$ cat config.mk
export PLATFORM = sky130hd
export DESIGN_NAME = nic_rx_mac_filter
export DESIGN_NICKNAME = d
export VERILOG_FILES = /design/src/rtl/nic_filter_pkg.sv /design/src/rtl/nic_mac_table.sv /design/src/rtl/nic_rx_mac_filter.sv
export SDC_FILE = /design/constraint.sdc
export NUM_CORES = 1
export LEC_CHECK = 0
export CAP_MARGIN = 40
export CORE_MARGIN = 2
export CORE_UTILIZATION = 45
export CTS_BUF_LIST = sky130_fd_sc_hd__clkbuf_16
export DETAILED_ROUTE_END_ITERATION = 8
export HOLD_SLACK_MARGIN = 0.05
export PLACE_DENSITY = 0.7
export SYNTH_ARGS = -nofsm -noshare
export SYNTH_HDL_FRONTEND = slang
export SYNTH_SLANG_ARGS = --single-unit
$ cat constraint.sdc
create_clock -name clk_i -period 3.8 [get_ports clk_i]
set_input_delay 0.76 -clock clk_i [delete_from_list [all_inputs] [get_ports clk_i]]
set_output_delay 0.76 -clock clk_i [all_outputs]
set_load 0.05 [all_outputs]
$ cat src/rtl/nic_filter_pkg.sv
// nic_filter_pkg: shared types and constants for the RX MAC filter
package nic_filter_pkg;
  typedef enum logic [2:0] {
    R_NOMATCH  = 3'd0,
    R_RUNT     = 3'd1,
    R_OVERSIZE = 3'd2,
    R_PROMISC  = 3'd3,
    R_ABORT    = 3'd4,
    R_MATCH    = 3'd5,
    R_BCAST    = 3'd6,
    R_MCAST    = 3'd7
  } reason_t;
  typedef enum logic {IDLE, IN_PKT} state_t;
  localparam int MIN_FRAME = 60;
  localparam int HDR_OVERHEAD = 18;
  localparam logic [47:0] BCAST_MAC = 48'hFFFF_FFFF_FFFF;
endpackage

$ cat src/rtl/nic_mac_table.sv
// nic_mac_table: shadow/active MAC table with packet-safe commit and registered lookup
module nic_mac_table #(
  parameter int NUM_MACS = 4,
  parameter int IDX_W    = 2
) (
  input  logic             clk_i,
  input  logic             rst_n_i,
  input  logic             we_i,
  input  logic [IDX_W-1:0] idx_i,
  input  logic [47:0]      mac_i,
  input  logic             en_i,
  input  logic             commit_i,
  input  logic             lookup_i,
  input  logic [47:0]      dst_i,
  output logic             hit_o,
  output logic [IDX_W-1:0] idx_o
);
  logic [47:0] sh_mac_q [NUM_MACS];
  logic [47:0] act_mac_q [NUM_MACS];
  logic [NUM_MACS-1:0] sh_en_q, act_en_q;
  logic hit_d, hit_q;
  logic [IDX_W-1:0] idx_d, idx_q;
  // shadow takes writes (out-of-range indices match no entry); active copies shadow only between packets
  always_ff @(posedge clk_i)
    if (!rst_n_i) begin
      sh_mac_q <= '{default: '0};
      act_mac_q <= '{default: '0};
      sh_en_q <= '0;
      act_en_q <= '0;
    end else begin
      for (int i = 0; i < NUM_MACS; i++)
        if (we_i && idx_i == IDX_W'(i)) begin
          sh_mac_q[i] <= mac_i;
          sh_en_q[i] <= en_i;
        end
      if (commit_i) begin
        act_mac_q <= sh_mac_q;
        act_en_q <= sh_en_q;
      end
    end
  // lowest enabled matching entry wins
  always_comb begin
    hit_d = 1'b0;
    idx_d = '0;
    for (int i = NUM_MACS - 1; i >= 0; i--)
      if (act_en_q[i] && act_mac_q[i] == dst_i) begin
        hit_d = 1'b1;
        idx_d = IDX_W'(i);
      end
  end
  // lookup result captured on the sop beat and held for the packet
  always_ff @(posedge clk_i)
    if (!rst_n_i) begin
      hit_q <= 1'b0;
      idx_q <= '0;
    end else if (lookup_i) begin
      hit_q <= hit_d;
      idx_q <= idx_d;
    end
  assign hit_o = hit_q;
  assign idx_o = idx_q;
endmodule

$ cat src/rtl/nic_rx_mac_filter.sv
// nic_rx_mac_filter: per-packet RX destination/size filter with saturating accept/drop counters
module nic_rx_mac_filter
  import nic_filter_pkg::*;
#(
  parameter int DATA_W   = 64,
  parameter int NUM_MACS = 4,
  parameter int IDX_W    = (NUM_MACS > 1) ? $clog2(NUM_MACS) : 1,
  parameter int EMPTY_W  = $clog2(DATA_W / 8)
) (
  input  logic               clk_i,
  input  logic               rst_n_i,
  input  logic [DATA_W-1:0]  rx_data_i,
  input  logic               rx_valid_i,
  input  logic               rx_ready_i,
  input  logic               rx_sop_i,
  input  logic               rx_eop_i,
  input  logic [EMPTY_W-1:0] rx_empty_i,
  input  logic               cfg_we_i,
  input  logic [IDX_W-1:0]   cfg_idx_i,
  input  logic [47:0]        cfg_mac_i,
  input  logic               cfg_en_i,
  input  logic               cfg_promisc_i,
  input  logic               cfg_bcast_en_i,
  input  logic               cfg_mcast_en_i,
  input  logic [15:0]        cfg_mtu_i,
  input  logic               cnt_clr_i,
  output logic               dec_valid_o,
  output logic               dec_accept_o,
  output logic               dec_hit_o,
  output logic [IDX_W-1:0]   dec_idx_o,
  output logic [2:0]         dec_reason_o,
  output logic [31:0]        accept_cnt_o,
  output logic [31:0]        drop_cnt_o
);
  localparam int BYTES = DATA_W / 8;
  state_t state_q, state_d;
  reason_t reason_c, reason_q;
  logic beat, sop, eop_done, abort, commit;
  logic [15:0] bytes_c, len_d, len_q, mtu_q;
  logic [16:0] sum_c;
  logic [47:0] dst_q;
  logic promisc_q, bcast_en_q, mcast_en_q, pend_q, abort_q;
  logic hit, is_bcast, is_mcast, oversize, acc_c, dhit_c, acc_q, hit_q;
  logic [IDX_W-1:0] idx, didx_c, idx_q;
  logic [31:0] acc_cnt_q, drop_cnt_q;
  logic unused_data;
  assign unused_data = ^rx_data_i[DATA_W-49:0];
  assign beat = rx_valid_i && rx_ready_i;
  assign sop = beat && rx_sop_i;
  assign eop_done = beat && rx_eop_i && (rx_sop_i || state_q == IN_PKT);
  assign abort = sop && state_q == IN_PKT;
  assign commit = state_q == IDLE && !sop;
  assign bytes_c = rx_eop_i ? 16'(BYTES) - 16'(rx_empty_i) : 16'(BYTES);
  assign sum_c = {1'b0, sop ? 16'd0 : len_q} + {1'b0, bytes_c};
  assign len_d = sum_c[16] ? 16'hFFFF : sum_c[15:0];
  nic_mac_table #(.NUM_MACS(NUM_MACS), .IDX_W(IDX_W)) u_table (
    .clk_i    (clk_i),
    .rst_n_i  (rst_n_i),
    .we_i     (cfg_we_i),
    .idx_i    (cfg_idx_i),
    .mac_i    (cfg_mac_i),
    .en_i     (cfg_en_i),
    .commit_i (commit),
    .lookup_i (sop),
    .dst_i    (rx_data_i[DATA_W-1 -: 48]),
    .hit_o    (hit),
    .idx_o    (idx)
  );
  // any accepted sop opens a packet unless the same beat closes it
  always_comb begin
    state_d = state_q;
    if (sop) state_d = rx_eop_i ? IDLE : IN_PKT;
    else if (eop_done) state_d = IDLE;
  end
  // packet context: state, destination, config snapshot, length and pending decision
  always_ff @(posedge clk_i)
    if (!rst_n_i) begin
      state_q <= IDLE;
      dst_q <= '0;
      promisc_q <= 1'b0;
      bcast_en_q <= 1'b0;
      mcast_en_q <= 1'b0;
      mtu_q <= '0;
      len_q <= '0;
      pend_q <= 1'b0;
      abort_q <= 1'b0;
    end else begin
      state_q <= state_d;
      pend_q <= eop_done || abort;
      abort_q <= abort;
      if (sop) begin
        dst_q <= rx_data_i[DATA_W-1 -: 48];
        promisc_q <= cfg_promisc_i;
        bcast_en_q <= cfg_bcast_en_i;
        mcast_en_q <= cfg_mcast_en_i;
        mtu_q <= cfg_mtu_i;
      end
      if (sop || (beat && state_q == IN_PKT)) len_q <= len_d;
    end
  assign is_bcast = dst_q == BCAST_MAC;
  assign is_mcast = dst_q[40] && !is_bcast;
  assign oversize = {1'b0, len_q} > {1'b0, mtu_q} + 17'(HDR_OVERHEAD);
  // prioritised decision for the packet that just closed or was aborted
  always_comb begin
    reason_c = abort_q ? R_ABORT :
               len_q < 16'(MIN_FRAME) ? R_RUNT :
               oversize ? R_OVERSIZE :
               hit ? R_MATCH :
               (is_bcast && bcast_en_q) ? R_BCAST :
               (is_mcast && mcast_en_q) ? R_MCAST :
               promisc_q ? R_PROMISC : R_NOMATCH;
    acc_c = reason_c inside {R_MATCH, R_BCAST, R_MCAST, R_PROMISC};
    dhit_c = hit && !abort_q;
    didx_c = abort_q ? '0 : idx;
  end
  // hold the last decision between strobes
  always_ff @(posedge clk_i)
    if (!rst_n_i) begin
      acc_q <= 1'b0;
      hit_q <= 1'b0;
      idx_q <= '0;
      reason_q <= R_NOMATCH;
    end else if (pend_q) begin
      acc_q <= acc_c;
      hit_q <= dhit_c;
      idx_q <= didx_c;
      reason_q <= reason_c;
    end
  // saturating counters; a clear beats a same-cycle increment
  always_ff @(posedge clk_i)
    if (!rst_n_i || cnt_clr_i) begin
      acc_cnt_q <= '0;
      drop_cnt_q <= '0;
    end else if (pend_q) begin
      if (acc_c && acc_cnt_q != '1) acc_cnt_q <= acc_cnt_q + 32'd1;
      if (!acc_c && drop_cnt_q != '1) drop_cnt_q <= drop_cnt_q + 32'd1;
    end
  assign dec_valid_o = pend_q;
  assign dec_accept_o = pend_q ? acc_c : acc_q;
  assign dec_hit_o = pend_q ? dhit_c : hit_q;
  assign dec_idx_o = pend_q ? didx_c : idx_q;
  assign dec_reason_o = pend_q ? reason_c : reason_q;
  assign accept_cnt_o = acc_cnt_q;
  assign drop_cnt_o = drop_cnt_q;
endmodule

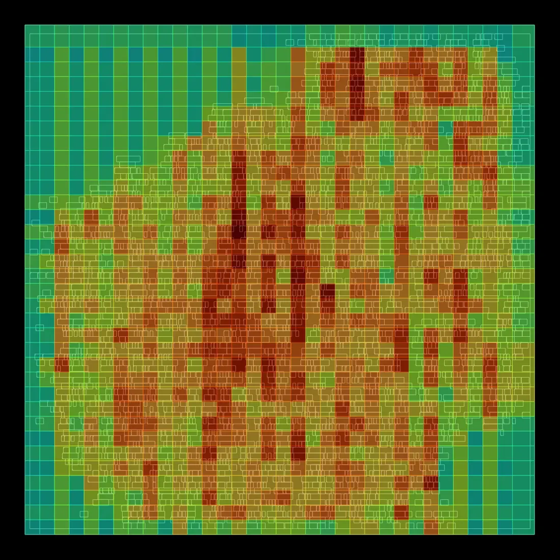
Fig. 1. Routing congestion (run 1).
global routing usage on met2: 0.4240
GRT Util Overall: 0.2644
grt met1 use: 0.3599

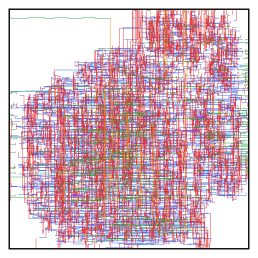
Fig. 2. Routed metal, one colour a layer (run 1).
(1 px per um)
Green marks metal 3, wire length 5,620 um. Blue marks metal 1, wire length 33.5 mm. Red marks metal 2, wire length 35.3 mm. Purple marks metal 5, wire length 34.0 um. Orange marks metal 4, wire length 2,700 um.
via count: 21,634
Routed WL per cell: 19.75 um
Detailed Route WL: 77.16 mm

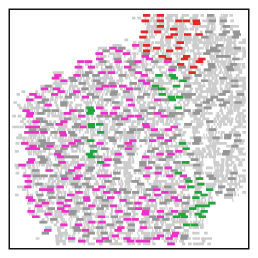
Fig. 3. Where the registers sit (run 1).
(1 px per um) Other sequential cells in the stronger grey, the rest of the logic in the fainter grey.
Green marks `dst_q`, placed flops 48. Magenta marks `u_table.sh_mac_q`, placed flops 192. Red marks `drop_cnt_o`, placed flops 32.
Power Sequential: 6.03 mW
Flop area: 11,060 um^2
fin util: 0.5535

==> deck_impl_summary.md, run 1 <==
Implementation Results

Power and ir drop
  – Pwr Density: between 400 and 500 nW/um^2
  – Highest-power group: registers
  – Clock Power Share: 0.436
  – Sw Ratio: 0.2522
  – Int Pwr: 9.682 mW

Synth
  – Distinct cells, synth: 74
  – Synth Flop Type: dfxtp_1
  – Seq/Total Area, Yosys: 0.4484
  – Cell count after synthesis: about 3,000
  – Compound Share, Synth: 0.1918
  – Post-synth EDFFs: 0
  – Cell Area, Synth: 24,650 um^2
  – Share of the synthesized area in the top cell type: 0.4484
  – Most common library cells after synthesis: nand2_1 (979), dfxtp_1 (552), a21boi_0 (461), clkbuf_1 (217), xor2_1 (134)

Routing
  – Initial drt markers: between 1,500 and 2,000
  – Met1 wire length: around 34 mm
  – Top Layer Used: met5

Die
  – Die width: 238.0 um
  – Core utilization before placement: 0.4562
  – Row count: 85
  – Tapcell Cnt: 696

Worst setup path
  – R2R Setup Slk: 0.12 ns
  – Worst r2r dst: accept_cnt_o[24]
  – Worst setup path class: flop to output pin
  – Worst Path Arrival: 3.68 ns
  – Critical path depth: 15

Clocking
  – CTS root buf: clkbuf_16
  – Post-cts resize count: 21
  – Hold buffer count at CTS: 0
  – Max Root-Sink Buffers: 3

Final layout
  – Inverter count: 43
  – Logic share of the area: 0.4274
  – FILL cells: 4,887
  – Comb gates: roughly 2,200

Status
  – Status: complete, but fails checks
  – Failing checks: setup timing

STA
  – Slew headroom: 0.3473
  – Slack of the critical path: -0.6397 ns
  – Final setup viols: 4
  – Max Freq: 225.2 MHz
  – Slew Viols, Final: 0

Global route
  – Total grt overflow: 0
  – Number of global-route vias before repair: 20,183

Place
  – Placed cell count: ~3,800

Hold path
  – Hold path depth: 2
  – Hold Startpoint: u_table.sh_mac_q[176]
  – Worst hold path endpoint: u_table.act_mac_q[176]
## Run 2: what changed since run 1
- TNS_END_PERCENT: not set -> 30
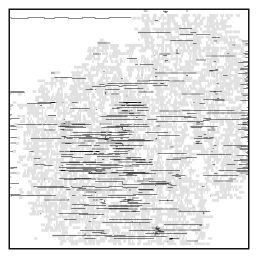
Fig. 4. Signal wires on met3 (run 2).
(1 px per um)
The layer holds 7.5% of the routed length. The longest straight run is 63.0 um. The layer carries 5,760 um of wire.

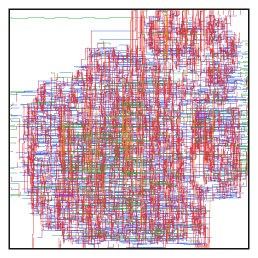
Fig. 5. Routed metal, one colour a layer (run 2).
(1 px per um)
Orange marks metal 4, wire length 2,950 um. Red marks metal 2, wire length 35.2 mm. Purple marks metal 5, wire length 37.7 um. Green marks metal 3, wire length 5,760 um. Blue marks metal 1, wire length 33.0 mm.

==> deck_impl_summary.md, run 2 <==
Implementation Results

Hold path
  – Hold path depth: 2
  – Hold Startpoint: u_table.sh_mac_q[95]
  – Worst hold path endpoint: u_table.act_mac_q[95]

Synth
  – Compound Share, Synth: 0.1918
  – YS chip area: 24,650 um^2
  – Post-synth EDFFs: 0
  – Simple Share, Synth: 0.2232
  – Synth Flop Type: dfxtp_1
  – Share of the synthesized area in the top cell type: 0.4484
  – Seq/Total Area, Yosys: 0.4484
  – Cell Area, Synth: 24,650 um^2
  – Most common library cells after synthesis: nand2_1 (979), dfxtp_1 (552), a21boi_0 (461), clkbuf_1 (217), xor2_1 (134)
  – Yosys adder share: 0.01300
  – Cell count after synthesis: 3,008

Power and ir drop
  – Pwr Density: 431.3 nW/um^2
  – Sw Ratio: 0.2551
  – Combinational power share: 0.096
  – Int Pwr: 9.508 mW
  – Highest-power group: registers
  – Combinational power: 1.22 mW
  – Power Sequential: 6.02 mW
  – Clock Power Share: 0.433

Final layout
  – Inverter count: 43
  – Seq/total area: 0.3735
  – Logic share of the area: 0.4312
  – Fin util: 0.5478
  – Comb gates: 2,184
  – Clkbuf count: around 58
  – FILL cells: 4,848
  – Flop area: between 10,000 and 15,000 um^2
  – Top cells excl fill/tap: nand2_1 (978), dfxtp_1 (549), a21boi_0 (461), clkdlybuf4s50_1 (195), xor2_1 (134)

Place
  – Placed cell count: about 3,800

Global route
  – GRT Util Overall: 0.2660
  – Number of global-route vias before repair: 20,584
  – Global routing usage on met2: 0.4319
  – Total grt overflow: 0
  – Grt met1 use: 0.3569

Routing
  – Met2 routed WL: 35.19 mm
  – Met1 wire length: between 30 and 40 mm
  – Initial drt markers: 1,968
  – Via count: 21,460
  – Top Layer Used: met5
  – Detailed Route WL: 76.97 mm
  – Wire length on met3: 5.760 mm

STA
  – Slack of the critical path: -0.6019 ns
  – Post-route clock period utilization: 1.158
  – Minimum clock period: roughly 4.4 ns
  – Slew headroom: 0.3177
  – Final setup viols: 5
  – Slew Viols, Final: 0

Clocking
  – CTS root buf: clkbuf_16
  – Post-cts resize count: 23
  – CTS tree: yes
  – Skew-Pair Late Insertion Delay: 0.64 ns
  – Hold buffer count at CTS: 0

Status
  – Failing checks: setup timing
  – Status: complete, but fails checks

Worst setup path
  – Worst Path Arrival: 3.64 ns
  – Worst r2r dst: accept_cnt_o[17]
  – Worst setup path class: flop to output pin
  – Critical path capture point type: output pin
  – R2R Setup Slk: -0.02 ns
  – Critical path depth: 13

Die
  – Row count: 85
  – Tapcell Cnt: 696
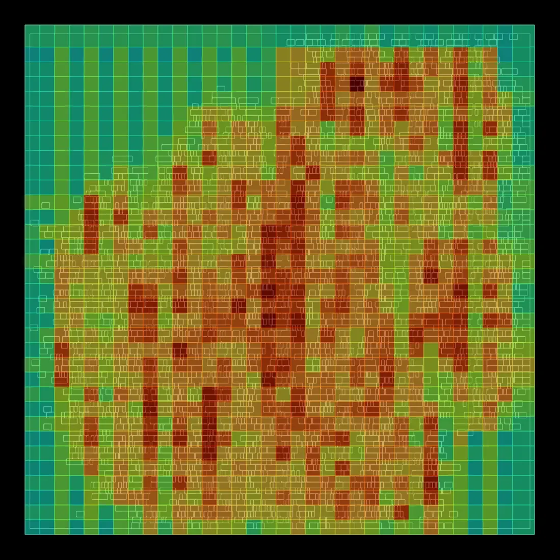
Fig. 6. Routing congestion (run 2).
M3 GR Usage: 0.04327
Routed WL per cell: 19.79 um

No activity file was given, so power comes from the tool's default toggle rates.
